Figure 1. Register map, names as in the netlist (run 1).
Scale: 2 px per um. Other sequential cells in the stronger gray, the rest of the logic in the fainter gray.
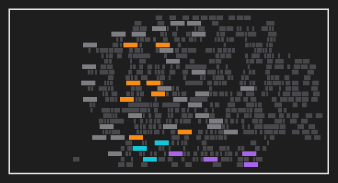
Figure 2. Wires at chosen ports, followed through buffers (run 1).
Scale: 3 px per um.
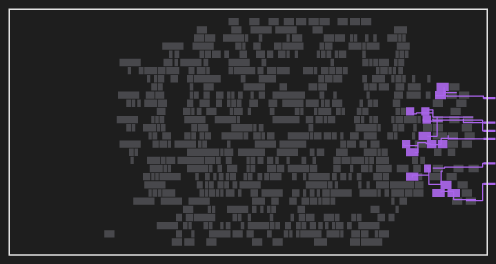
Figure 3. Routed metal, one color a layer (run 1).
Scale: 3 px per um.
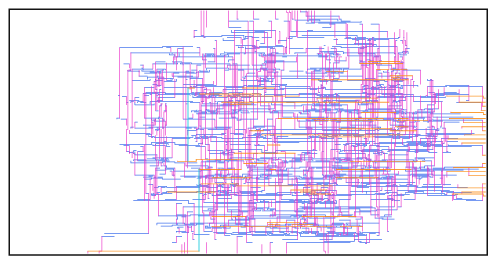
--- config.mk ---
export PLATFORM = sky130hd
export DESIGN_NAME = alu_mc
export DESIGN_NICKNAME = d
export VERILOG_FILES = /design/src/rtl/alu_pkg.sv /design/src/rtl/alu_operand_mux.sv /design/src/rtl/alu_mc.sv
export SDC_FILE = /design/constraint.sdc
export NUM_CORES = 1
export LEC_CHECK = 0
export CORE_ASPECT_RATIO = 0.5
export CORE_MARGIN = 2
export CORE_UTILIZATION = 30
export DETAILED_ROUTE_END_ITERATION = 8
export SLEW_MARGIN = 20
export SYNTH_ARGS = -nofsm -noshare
export SYNTH_HDL_FRONTEND = slang
export SYNTH_SLANG_ARGS = --single-unit
--- constraint.sdc ---
create_clock -name clk -period 5.1 [get_ports clk]
set_clock_uncertainty 0.1 [all_clocks]
set_input_delay 0.765 -clock clk [delete_from_list [all_inputs] [get_ports clk]]
set_output_delay 0.765 -clock clk [all_outputs]
set_load 0.005 [all_outputs]
--- src/rtl/alu_pkg.sv ---
// Shared definitions for the multi-cycle ALU: opcodes, operand-source codes,
// FSM states and the shift-amount width helper.
package alu_pkg;

  typedef enum logic [2:0] {
    OP_ADD = 3'b000,
    OP_AND = 3'b001,
    OP_NOT = 3'b010,
    OP_OR  = 3'b011,
    OP_XOR = 3'b100,
    OP_SHL = 3'b101,
    OP_SRA = 3'b110,
    OP_MUL = 3'b111
  } alu_op_e;

  localparam logic [1:0] SEL_REG_IMM = 2'b00;
  localparam logic [1:0] SEL_PC_REL  = 2'b01;
  localparam logic [1:0] SEL_REG_REG = 2'b10;

  typedef enum logic [1:0] {
    ST_IDLE = 2'b00,
    ST_CALC = 2'b01,
    ST_DONE = 2'b10
  } state_e;

  localparam int DEF_WIDTH = 8;
  localparam int SHAMT_W   = $clog2(DEF_WIDTH);

  function automatic int shamt_width(input int width);
    return $clog2(width);
  endfunction

endpackage

--- src/rtl/alu_operand_mux.sv ---
// Operand selection: register, sign-extended immediate or zero-extended PC
// onto the A/B operand buses.
module alu_operand_mux
  import alu_pkg::*;
#(
  parameter int WIDTH = 8,
  parameter int IMM_W = 6,
  parameter int PC_W  = 6
) (
  input  logic [1:0]       source_sel,
  input  logic [IMM_W-1:0] ins_immediate,
  input  logic [PC_W-1:0]  pc,
  input  logic [WIDTH-1:0] reg_sr1_out,
  input  logic [WIDTH-1:0] reg_sr2_out,
  output logic [WIDTH-1:0] op_a,
  output logic [WIDTH-1:0] op_b
);

  // Signed views so the size casts below sign-extend.
  logic signed [IMM_W-2:0] imm_short;
  logic signed [IMM_W-1:0] imm_full;

  assign imm_short = ins_immediate[IMM_W-2:0];
  assign imm_full  = ins_immediate;

  always_comb begin
    op_a = reg_sr1_out;
    op_b = reg_sr2_out;
    case (source_sel)
      SEL_REG_IMM: op_b = WIDTH'(imm_short);
      SEL_PC_REL: begin
        op_a = WIDTH'(pc);
        op_b = WIDTH'(imm_full);
      end
      default: ;
    endcase
  end

endmodule

--- src/rtl/alu_mc.sv ---
// Multi-cycle ALU: single-cycle add/logic, iterative shifts (1 bit/cycle) and
// shift-add multiply, with registered result and NZP held for the branch unit.
module alu_mc
  import alu_pkg::*;
#(
  parameter int WIDTH = 8,
  parameter int IMM_W = 6,
  parameter int PC_W  = 6
) (
  input  logic             clk,
  input  logic             reset,
  input  logic             in_valid,
  output logic             in_ready,
  input  logic [2:0]       alu_op,
  input  logic [1:0]       source_sel,
  input  logic [IMM_W-1:0] ins_immediate,
  input  logic [PC_W-1:0]  pc,
  input  logic [WIDTH-1:0] reg_sr1_out,
  input  logic [WIDTH-1:0] reg_sr2_out,
  output logic             out_valid,
  input  logic             out_ready,
  output logic [WIDTH-1:0] result,
  output logic             negative,
  output logic             zero,
  output logic             positive,
  output logic             busy
);

  localparam int SH_W = shamt_width(WIDTH);

  state_e           state_reg, state_next;
  logic [2:0]       op_reg;
  logic [WIDTH-1:0] a_reg, b_reg, acc_reg;
  logic [SH_W:0]    cnt_reg;
  logic [WIDTH-1:0] result_reg;
  logic             negative_reg, zero_reg, positive_reg;

  logic [WIDTH-1:0] op_a, op_b;
  logic [SH_W-1:0]  shamt;
  logic             accept, single, last_step, load_result;
  logic [WIDTH-1:0] quick_result, step_a, step_acc, new_result;

  alu_operand_mux #(
    .WIDTH(WIDTH),
    .IMM_W(IMM_W),
    .PC_W (PC_W)
  ) u_operand_mux (
    .source_sel   (source_sel),
    .ins_immediate(ins_immediate),
    .pc           (pc),
    .reg_sr1_out  (reg_sr1_out),
    .reg_sr2_out  (reg_sr2_out),
    .op_a         (op_a),
    .op_b         (op_b)
  );

  assign shamt     = op_b[SH_W-1:0];
  assign in_ready  = (state_reg == ST_IDLE) || ((state_reg == ST_DONE) && out_ready);
  assign accept    = in_valid && in_ready;
  assign out_valid = (state_reg == ST_DONE);
  assign busy      = (state_reg == ST_CALC);

  // A shift by zero has nothing to iterate, so it retires like a logic op.
  assign single = (alu_op != OP_MUL) &&
                  (((alu_op != OP_SHL) && (alu_op != OP_SRA)) || (shamt == '0));

  always_comb begin
    quick_result = op_a;
    case (alu_op)
      OP_ADD:  quick_result = op_a + op_b;
      OP_AND:  quick_result = op_a & op_b;
      OP_NOT:  quick_result = (source_sel == SEL_REG_IMM) ? ~op_b : ~op_a;
      OP_OR:   quick_result = op_a | op_b;
      OP_XOR:  quick_result = op_a ^ op_b;
      default: quick_result = op_a;
    endcase
  end

  // One iteration: a_reg doubles as the shifting operand and the MUL multiplicand.
  assign step_a    = (op_reg == OP_SRA) ? {a_reg[WIDTH-1], a_reg[WIDTH-1:1]} : (a_reg << 1);
  assign step_acc  = acc_reg + (b_reg[0] ? a_reg : '0);
  assign last_step = (cnt_reg == (SH_W+1)'(1));

  assign load_result = (accept && single) || ((state_reg == ST_CALC) && last_step);
  assign new_result  = (state_reg == ST_CALC) ? ((op_reg == OP_MUL) ? step_acc : step_a)
                                              : quick_result;

  always_comb begin
    state_next = state_reg;
    case (state_reg)
      ST_IDLE: if (accept) state_next = single ? ST_DONE : ST_CALC;
      ST_CALC: if (last_step) state_next = ST_DONE;
      ST_DONE: begin
        if (accept)         state_next = single ? ST_DONE : ST_CALC;
        else if (out_ready) state_next = ST_IDLE;
      end
      default: state_next = ST_IDLE;
    endcase
  end

  always_ff @(posedge clk) begin
    if (reset) begin
      state_reg    <= ST_IDLE;
      op_reg       <= '0;
      a_reg        <= '0;
      b_reg        <= '0;
      acc_reg      <= '0;
      cnt_reg      <= '0;
      result_reg   <= '0;
      negative_reg <= 1'b0;
      zero_reg     <= 1'b1;
      positive_reg <= 1'b0;
    end else begin
      state_reg <= state_next;
      if (load_result) begin
        result_reg   <= new_result;
        negative_reg <= new_result[WIDTH-1];
        zero_reg     <= (new_result == '0);
        positive_reg <= !new_result[WIDTH-1] && (new_result != '0);
      end
      if (accept && !single) begin
        op_reg  <= alu_op;
        a_reg   <= op_a;
        b_reg   <= op_b;
        acc_reg <= '0;
        cnt_reg <= (alu_op == OP_MUL) ? (SH_W+1)'(WIDTH) : {1'b0, shamt};
      end else if (state_reg == ST_CALC) begin
        a_reg   <= step_a;
        b_reg   <= b_reg >> 1;
        acc_reg <= step_acc;
        cnt_reg <= cnt_reg - 1'b1;
      end
    end
  end

  assign result   = result_reg;
  assign negative = negative_reg;
  assign zero     = zero_reg;
  assign positive = positive_reg;

endmodule

==> flow_summary.toml, run 1 <==
# yosys + openroad results
[status]
status = "finished clean"

[timing]
finalMaxSlewViolations = 0
setup_tns_ns = 0
slew_headroom = 0.479
worstMarginPinSlew_ns = 0.781
finalClockPeriodUsage = 0.832
fmax_mhz = 236
layout_min_cycle_time_ns = 4.24

[setup_path]
slowest_stage = "mux2i_1"
crit_type = "input port to flop"
critPathLaunchType = "input port"
slowest_delay_ns = 0.60
reg2reg_to = "positive$_SDFFE_PP0P_"
critPathLaunch = "source_sel[1]"
cp_max_fo = 17
cp-end-kind = "flop"
r2r_start = "b_reg[0]$_SDFFE_PP0P_"

[grt]
met2_usage = 0.268
overflow = 0
antenna_found_initial = 0
grt_util_met1 = 0.261
busiest_layer = "met2"
gr-usage-met3 = 0.0342
grt_pass1_vias = 3301
grt_max_degree = 36

[synth]
ys_area_mm2 = 0.00359
synth_cell_types = 63
yosys_warnings = 0
top_cells_by_count = "a21oi_1 (57), nand2_1 (56), nor2_1 (48), dfxtp_1 (43), inv_1 (30)"
ys_seq_frac = 0.239
top_cell_area_share = 0.239
synthTopCellsByArea = "dfxtp_1 (24%), ha_1 (8.4%), a21oi_1 (7.9%), nand2_1 (5.8%), nor2_1 (5.0%)"
edf_count = 0
syn_area_per_cell_um2 = 7.49
synth-async-reset-ratio = 0

[worst_hold_path]
hold_class = "flop to flop"
hold_start = "b_reg[6]$_SDFFE_PP0P_"
min_to = "b_reg[6]$_SDFFE_PP0P_"
whs_path_depth = 2

[pwr]
p_sw_w = 0.000361
p_comb_w = 0.000360
power_frac_clock = 0.362
power-top-group = "clock"
intPower_w = 0.000801
peakVddDrop_mv = 0.172
power_frac_comb = 0.309

[drt]
dr.pass1.iters = 5
via_per_inst = 5.30
drc_errors = 0
dr_wl_met2_um = 4650
wl_met3_um = 928
met1_length_um = 5680
dr.max_layer_used = "met4"

[clocking]
cts-resized-gates = 0
clkLatencyLatePin_ns = 0.29
clock-sinks = 43
post-cts-setup-buffers = 0
path_clk_slew_ns = 0.06
hold_buffers = 0

[placement]
dp_hpwl_um = 8600

[floorplan]
initial_core_util = 0.306
core_mm2 = 0.0117
chipArea_mm2 = 0.0129
num_rows = 28
dieHeight_um = 81.4

[layout]
drive_gt1_frac = 0.0902
area_growth_pct = 23.6

[run]
warning_count = 32
## Picture notes: Figure 1
cnt_reg -> purple  # sequential cells 4
a_reg -> orange  # sequential cells 8
op_reg -> cyan  # sequential cells 3
Sequential Power: 0.000383 W
register area: 861 um^2
Core Util, Final: 0.378
flop share of the area: 0.194

## Picture notes: Figure 2
ins_immediate -> purple  # bits 6, direction input, edge right, end cells 15, buffers 6, wire 201 um
Buffers on Ports: 50
io pins: 51

## Picture notes: Figure 3
met1 -> blue  # wire length 5680 um
met2 -> magenta  # wire length 4650 um
met4 -> cyan  # wire length 51.7 um
met3 -> orange  # wire length 929 um
final WL: 11300 um
DR WL/cell: 16.5 um
vias post-DR: 3638
total track usage: 0.177

==> run 1: worst max-delay path: cells and delay by family <==
kind	cells	cell delay, ns
AND-OR/OR-AND	6	1.11
adder cells (fa/ha/maj)	1	0.38
buffers and inverters	3	0.96
multiplexers	1	0.60
AND/OR/NAND/NOR	2	0.47
==> run 1: cells in the final DEF (no fill, tap or decap), drive strengths merged, types with 5 or more instances in the layout <==
master,Yosys,routed
a211oi,17,17
a21o,6,6
a21oi,57,57
a22oi,7,7
a31oi,10,10
and2,7,7
buf,10,13
clkbuf,20,5
clkdlybuf4s50,0,50
dfxtp,43,43
ha,24,24
inv,30,30
mux2,9,9
mux2i,14,14
nand2,56,56
nand2b,7,7
nand3,9,9
nor2,48,48
nor3,10,10
o21ai,16,16
o22ai,11,11
or2,5,5
xnor2,9,9
xor2,6,6
==> run 1: kinds of logic after synthesis <==
group	count (synthesis)	synth area share
buf+inv	60	0.0731
compound gates	155	0.282
xor+xnor	15	0.0386
mux	23	0.0707
simple gates	159	0.207
flops	43	0.239
fa+ha+maj	25	0.0891
==> run 1: final cells by class <==
| type | count | area [um^2] | share of cell area |
|---|---|---|---|
| tap | 165 | 206 | 0.0465 |
| inverter | 30 | 113 | 0.0254 |
| timing repair buffer | 63 | 598 | 0.135 |
| clock inverter | 3 | 67.6 | 0.0152 |
| sequential | 43 | 861 | 0.194 |
| multi-input combinational | 377 | 2470 | 0.556 |
| clock buffer | 5 | 125 | 0.0282 |
==> run 1: per-stage QoR <==
stage               cells  area [um^2]  worst slack (ns)  hold WS, ns  power (W)
floorplan             480         3590              1.54        0.332   0.000613
CTS                   686         4440             0.906        0.357    0.00117
finish                686         4440             0.857        0.360    0.00116
global placement      678         4250             0.644        0.345   0.000744
detailed placement    678         4250             0.626        0.348   0.000743
global route          686         4440             0.694        0.379    0.00123
==> run 1 -> run 2 <==
- clock period: 5.1 -> 4.04 ns (I/O delays scaled with it)
==> run 2 against run 1 <==
  * Utilization is 0.71 points higher
  * Critical path depth is 1 higher
  * Register-to-register slack worse by 1.1 ns
  * Sequential share of layout area is 0.36 points lower
  * Sequential cell count stayed put
==> flow_summary.toml, run 2 <==
# yosys + openroad results
[synth]
ys_seq_frac = 0.239
synth_cell_types = 63
syn_area_per_cell_um2 = 7.49
top_cells_by_count = "a21oi_1 (57), nand2_1 (56), nor2_1 (48), dfxtp_1 (43), inv_1 (30)"
synth-async-reset-ratio = 0
synthTopCellsByArea = "dfxtp_1 (24%), ha_1 (8.4%), a21oi_1 (7.9%), nand2_1 (5.8%), nor2_1 (5.0%)"
top_cell_area_share = 0.239
ff_type = "dfxtp_1"
ys_area_mm2 = 0.00359
yosys_warnings = 0
edf_count = 0

[floorplan]
ios = 51
initial_core_util = 0.306
chipArea_mm2 = 0.0129
num_rows = 28
core_mm2 = 0.0117

[layout]
most-common-layout-cells = "a21oi_1 (57), nand2_1 (56), clkdlybuf4s50_1 (50)"
drive_gt1_frac = 0.114
fin_cells = 699
nFillCells = 1239
utilization = 0.386
finish.instance_area_mm2 = 0.00453
nets = 595
area_growth_pct = 25.9
layout.cells.most_common = "a21oi_1"

[timing]
slew_headroom = 0.362
final.setup.worst_slack_ns = 0.359
fmax_mhz = 272
hold_viol_final = 0
worstMarginPinSlew_ns = 0.949
layout_min_cycle_time_ns = 3.68
finalClockPeriodUsage = 0.911
setup_tns_ns = 0
finalMaxSlewViolations = 0
hold_ws_ns = 0.351

[setup_path]
slowest_delay_ns = 0.61
critPathBufInv = 2
slowest_stage = "clkdlybuf4s50_1"
cp.required_ns = 4.09
critical_path.top_delay_family = "AND-OR/OR-AND gates"
cp_max_fo = 6
crit_top_cell = "ha_1"
cp-end-kind = "flop"
critPathLaunchType = "input port"
crit_type = "input port to flop"

[pwr]
peakVddDrop_mv = 0.150
intPower_w = 0.000980
power_frac_clock = 0.333
finalPower_w = 0.00143
power_frac_comb = 0.329
p_sw_w = 0.000446
p_leak_nw = 1.80

[clocking]
path_clk_slew_ns = 0.07
post-cts-setup-buffers = 0
hold_buffers = 0
clkLatencyLatePin_ns = 0.29
cts-resized-gates = 0
clock-sinks = 43
cts_buffers = 5

[placement]
placed_cells = 691
place_ws_ns = -0.0233
portBuffers = 50
dp_hpwl_um = 8370
placed_cell_area_mm2 = 0.00435
gp_congestion = 0.851

[worst_hold_path]
hold_class = "flop to flop"

[drt]
dr.pass1.iters = 5
wl_met3_um = 794
dr.max_layer_used = "met4"
dr_wl_met2_um = 4600
met1_length_um = 5480
drc_errors = 0
routed_wl_um = 10900
via_per_inst = 5.23

[grt]
gr-usage-met3 = 0.0378
busiest_layer = "met2"
antenna_found_initial = 0
grt_max_degree = 35
grt_util_met1 = 0.249
grt_pass1_vias = 3238
overflow = 0
met2_usage = 0.252

[run]
warning_count = 32

[status]
status = "finished clean"
run 2: cell types whose count changed in the layout (fill, tap and decap cells not counted):
| cell | before | now |
|---|---|---|
| buf_4 | 13 | 26 |
| bufinv_16 | 2 | 1 |
| clkbuf_8 | 0 | 1 |
| a211oi_2 | 1 | 2 |
| clkinvlp_4 | 1 | 0 |
| a211oi_1 | 16 | 15 |
| clkinv_2 | 0 | 1 |
run 2: final timing paths:
kind | startpoint | to | slack (ns) | cells past startpoint
worst max-delay path | source_sel[1] | positive$_SDFFE_PP0P_ | 0.36 | 14
worst min-delay path | result[2]$_SDFFE_PP0P_ | result[2]$_SDFFE_PP0P_ | 0.35 | 2
worst max register to register | b_reg[0]$_SDFFE_PP0P_ | positive$_SDFFE_PP0P_ | 0.99 | 12
worst min register to register | result[2]$_SDFFE_PP0P_ | result[2]$_SDFFE_PP0P_ | 0.35 | 2
run 2: kinds of logic after synthesis:
logic type,share of synthesized area
buffers and inverters,0.0731
XOR/XNOR,0.0386
flip-flops,0.239
multiplexers,0.0707
AND/OR/NAND/NOR,0.207
AND-OR/OR-AND,0.282
adder cells (fa/ha/maj),0.0891
run 2: area by class of cell:
class,count,area [um^2],share of cell area
clock inverter,2,35.0,0.00774
inverter,30,113,0.0249
timing repair buffer,76,696,0.154
multi-input combinational,377,2480,0.547
sequential,43,861,0.190
tap,165,206,0.0456
clock buffer,6,139,0.0307
run 2: power by group through the flow:
stage / sequential, W / combinational (W) / clock [W]
3_5_place_dp: 0.000490 / 0.000463 / 0
2_1_floorplan: 0.000485 / 0.000289 / 0
6_report: 0.000481 / 0.000470 / 0.000476
4_1_cts: 0.000481 / 0.000467 / 0.000486
5_1_grt: 0.000485 / 0.000519 / 0.000503
3_3_place_gp: 0.000489 / 0.000460 / 0
Figure 4. Pin placement (run 2).
Scale: 2 px per um. Pins as bars across the die edge, other pins in gray.
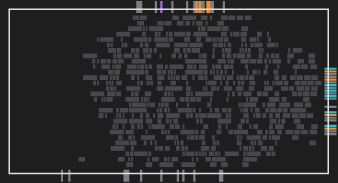
reg_sr1_out -> orange  # pins 8, direction input, edge 4 right, 4 top
ins_immediate -> cyan  # pins 6, direction input, edge right
zero -> purple  # pins 1, direction output, edge top
die extent in y: 81.4 um
die width: 159 um

Figure 5. Routed metal, one color a layer (run 2).
Scale: 3 px per um.
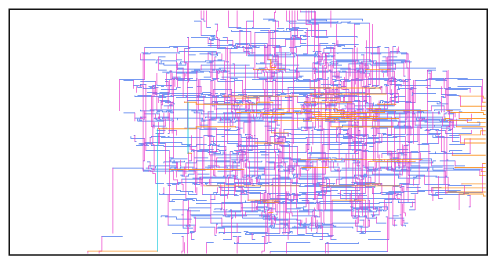
met2 -> magenta  # wire length 4600 um
met1 -> blue  # wire length 5480 um
met4 -> cyan  # wire length 57.8 um
met3 -> orange  # wire length 794 um
DR WL/cell: 15.6 um
vias post-DR: 3653
total track usage: 0.169

==> run 2 -> run 3 <==
- CAP_MARGIN: default -> 20
- CORE_UTILIZATION: 30 -> 45
- PLACE_DENSITY: default -> 0.68
Figure 6. Routed metal, one color a layer (run 3).
Scale: 4 px per um.
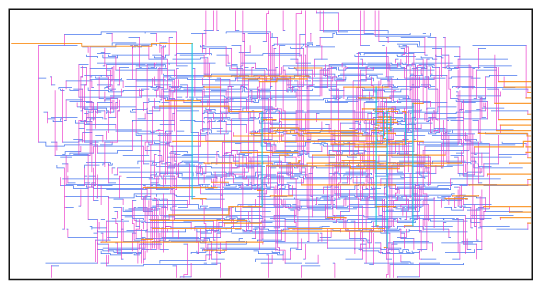
met2 -> magenta  # wire length 4110 um
met3 -> orange  # wire length 969 um
met1 -> blue  # wire length 5600 um
met4 -> cyan  # wire length 179 um
total track usage: 0.255
vias post-DR: 3696
final WL: 10900 um
DR WL/cell: 17.0 um

==> run 3 against run 2 <==
  * Wire length fell by 0.69%
  * Count of clock-buffer cells in the layout unchanged
  * Area after synthesis is the same
  * Cell area down 2.3%
==> flow_summary.toml, run 3 <==
# yosys + openroad results
[setup_path]
critical_path.top_delay_family = "AND-OR/OR-AND gates"
cp.required_ns = 4.10
r2r_start = "b_reg[0]$_SDFFE_PP0P_"
critPathLaunchType = "input port"
crit_type = "input port to flop"
critPathLaunch = "source_sel[1]"
endpoint = "positive$_SDFFE_PP0P_"
slowest_delay_ns = 0.58
critPathBufInv = 2

[grt]
grt_pass1_vias = 3307
antenna_found_initial = 0

[synth]
top_cell_area_share = 0.239
fa_ha_area_frac = 0.0891
xor_area_frac = 0.0386
ys_top_logic_family = "AND-OR/OR-AND gates"
synthTopCellsByArea = "dfxtp_1 (24%), ha_1 (8.4%), a21oi_1 (7.9%), nand2_1 (5.8%), nor2_1 (5.0%)"
syn_area_per_cell_um2 = 7.49
ys_seq_frac = 0.239
ff_type = "dfxtp_1"
yosys.area_share.aoi = 0.282
synthSimpleGateAreaFrac = 0.207
yosys_warnings = 0
edf_count = 0
mux_area_frac = 0.0707

[layout]
drive_gt1_frac = 0.105
area_growth_pct = 22.9
most-common-layout-cells = "a21oi_1 (57), nand2_1 (56), clkdlybuf4s50_1 (50)"
nets = 593
layout.cells.most_common = "a21oi_1"
nFillCells = 745

[worst_hold_path]
whs_path_depth = 2
hold_start = "result[2]$_SDFFE_PP0P_"
hold_class = "flop to flop"

[pwr]
power_frac_comb = 0.334
power-top-group = "sequential cells"
power_frac_clock = 0.324
p_sw_w = 0.000445
p_seq_w = 0.000481
p_comb_w = 0.000468

[placement]
dp_hpwl_um = 8330
portBuffers = 50

[drt]
drc_errors = 0

[floorplan]
core_mm2 = 0.00754
ios = 51
initial_core_util = 0.477
chipArea_mm2 = 0.00876

[clocking]
clkLatencyLatePin_ns = 0.29
hold_buffers = 0
post-cts-setup-buffers = 0

[timing]
fmax_mhz = 265
finalMaxSlewViolations = 0
hold_viol_final = 0
finalClockPeriodUsage = 0.933
setup_tns_ns = 0

[status]
status = "finished clean"
Figure 7. Pin placement (run 3).
Scale: 3 px per um. Pins as bars across the die edge, other pins in gray.
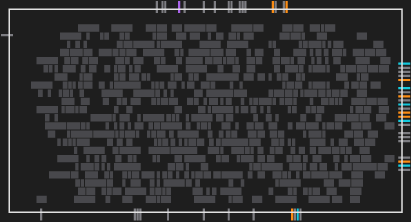
die extent in y: 67.2 um
die width: 130 um

[run 3: worst reg2reg max path: stages (launching register included)]
cell	delay (ns)
dfxtp_1	0.46
and2_1	0.19
ha_1	0.16
inv_1	0.05
fa_1	0.40
nand2b_1	0.16
a21oi_1	0.20
xor2_1	0.26
nor2_1	0.07
a211oi_1	0.38
a211oi_1	0.14
and4_1	0.28
o32ai_2	0.18
[run 3: logic make-up after synthesis]
family | count (synthesis)
buffers and inverters | 60
multiplexers | 23
adder cells (fa/ha/maj) | 25
AND-OR/OR-AND | 155
XOR/XNOR | 15
AND/OR/NAND/NOR | 159
flip-flops | 43
[run 3: per-layer routing]
layer / part of all wire / vias to the layer above / track usage / wire [um]
met4: 0.016 / 0 / 0.0638 / 178
met5: 0 / - / 0 / 0
li1: - / 1831 / - / -
met3: 0.089 / 19 / 0.0634 / 969
met1: 0.52 / 1695 / 0.388 / 5600
met2: 0.38 / 151 / 0.357 / 4110
[run 3: stage by stage]
stage	util	power, W	std cells	hold WS (ns)	worst slack (ns)
detailed placement	0.565	0.000944	632	0.351	0.0596
global route	0.586	0.00148	639	0.382	0.00707
CTS	0.586	0.00140	639	0.359	0.342
finish	0.586	0.00140	639	0.351	0.272
global placement	0.565	0.000944	632	0.339	0.121
floorplan	-	0.000774	480	0.332	0.639
[run 3: area by class of cell]
type	instances	area (um^2)	share of cell area
Timing Repair Buffer	74	681	0.154
Tap cell	108	135	0.0306
Clock buffer	6	129	0.0292
Clock inverter	1	30.0	0.00680
Sequential cell	43	861	0.195
Multi-Input combinational cell	377	2470	0.559
Inverter	30	113	0.0255
No activity file was given, so power comes from the tool's default toggle rates.
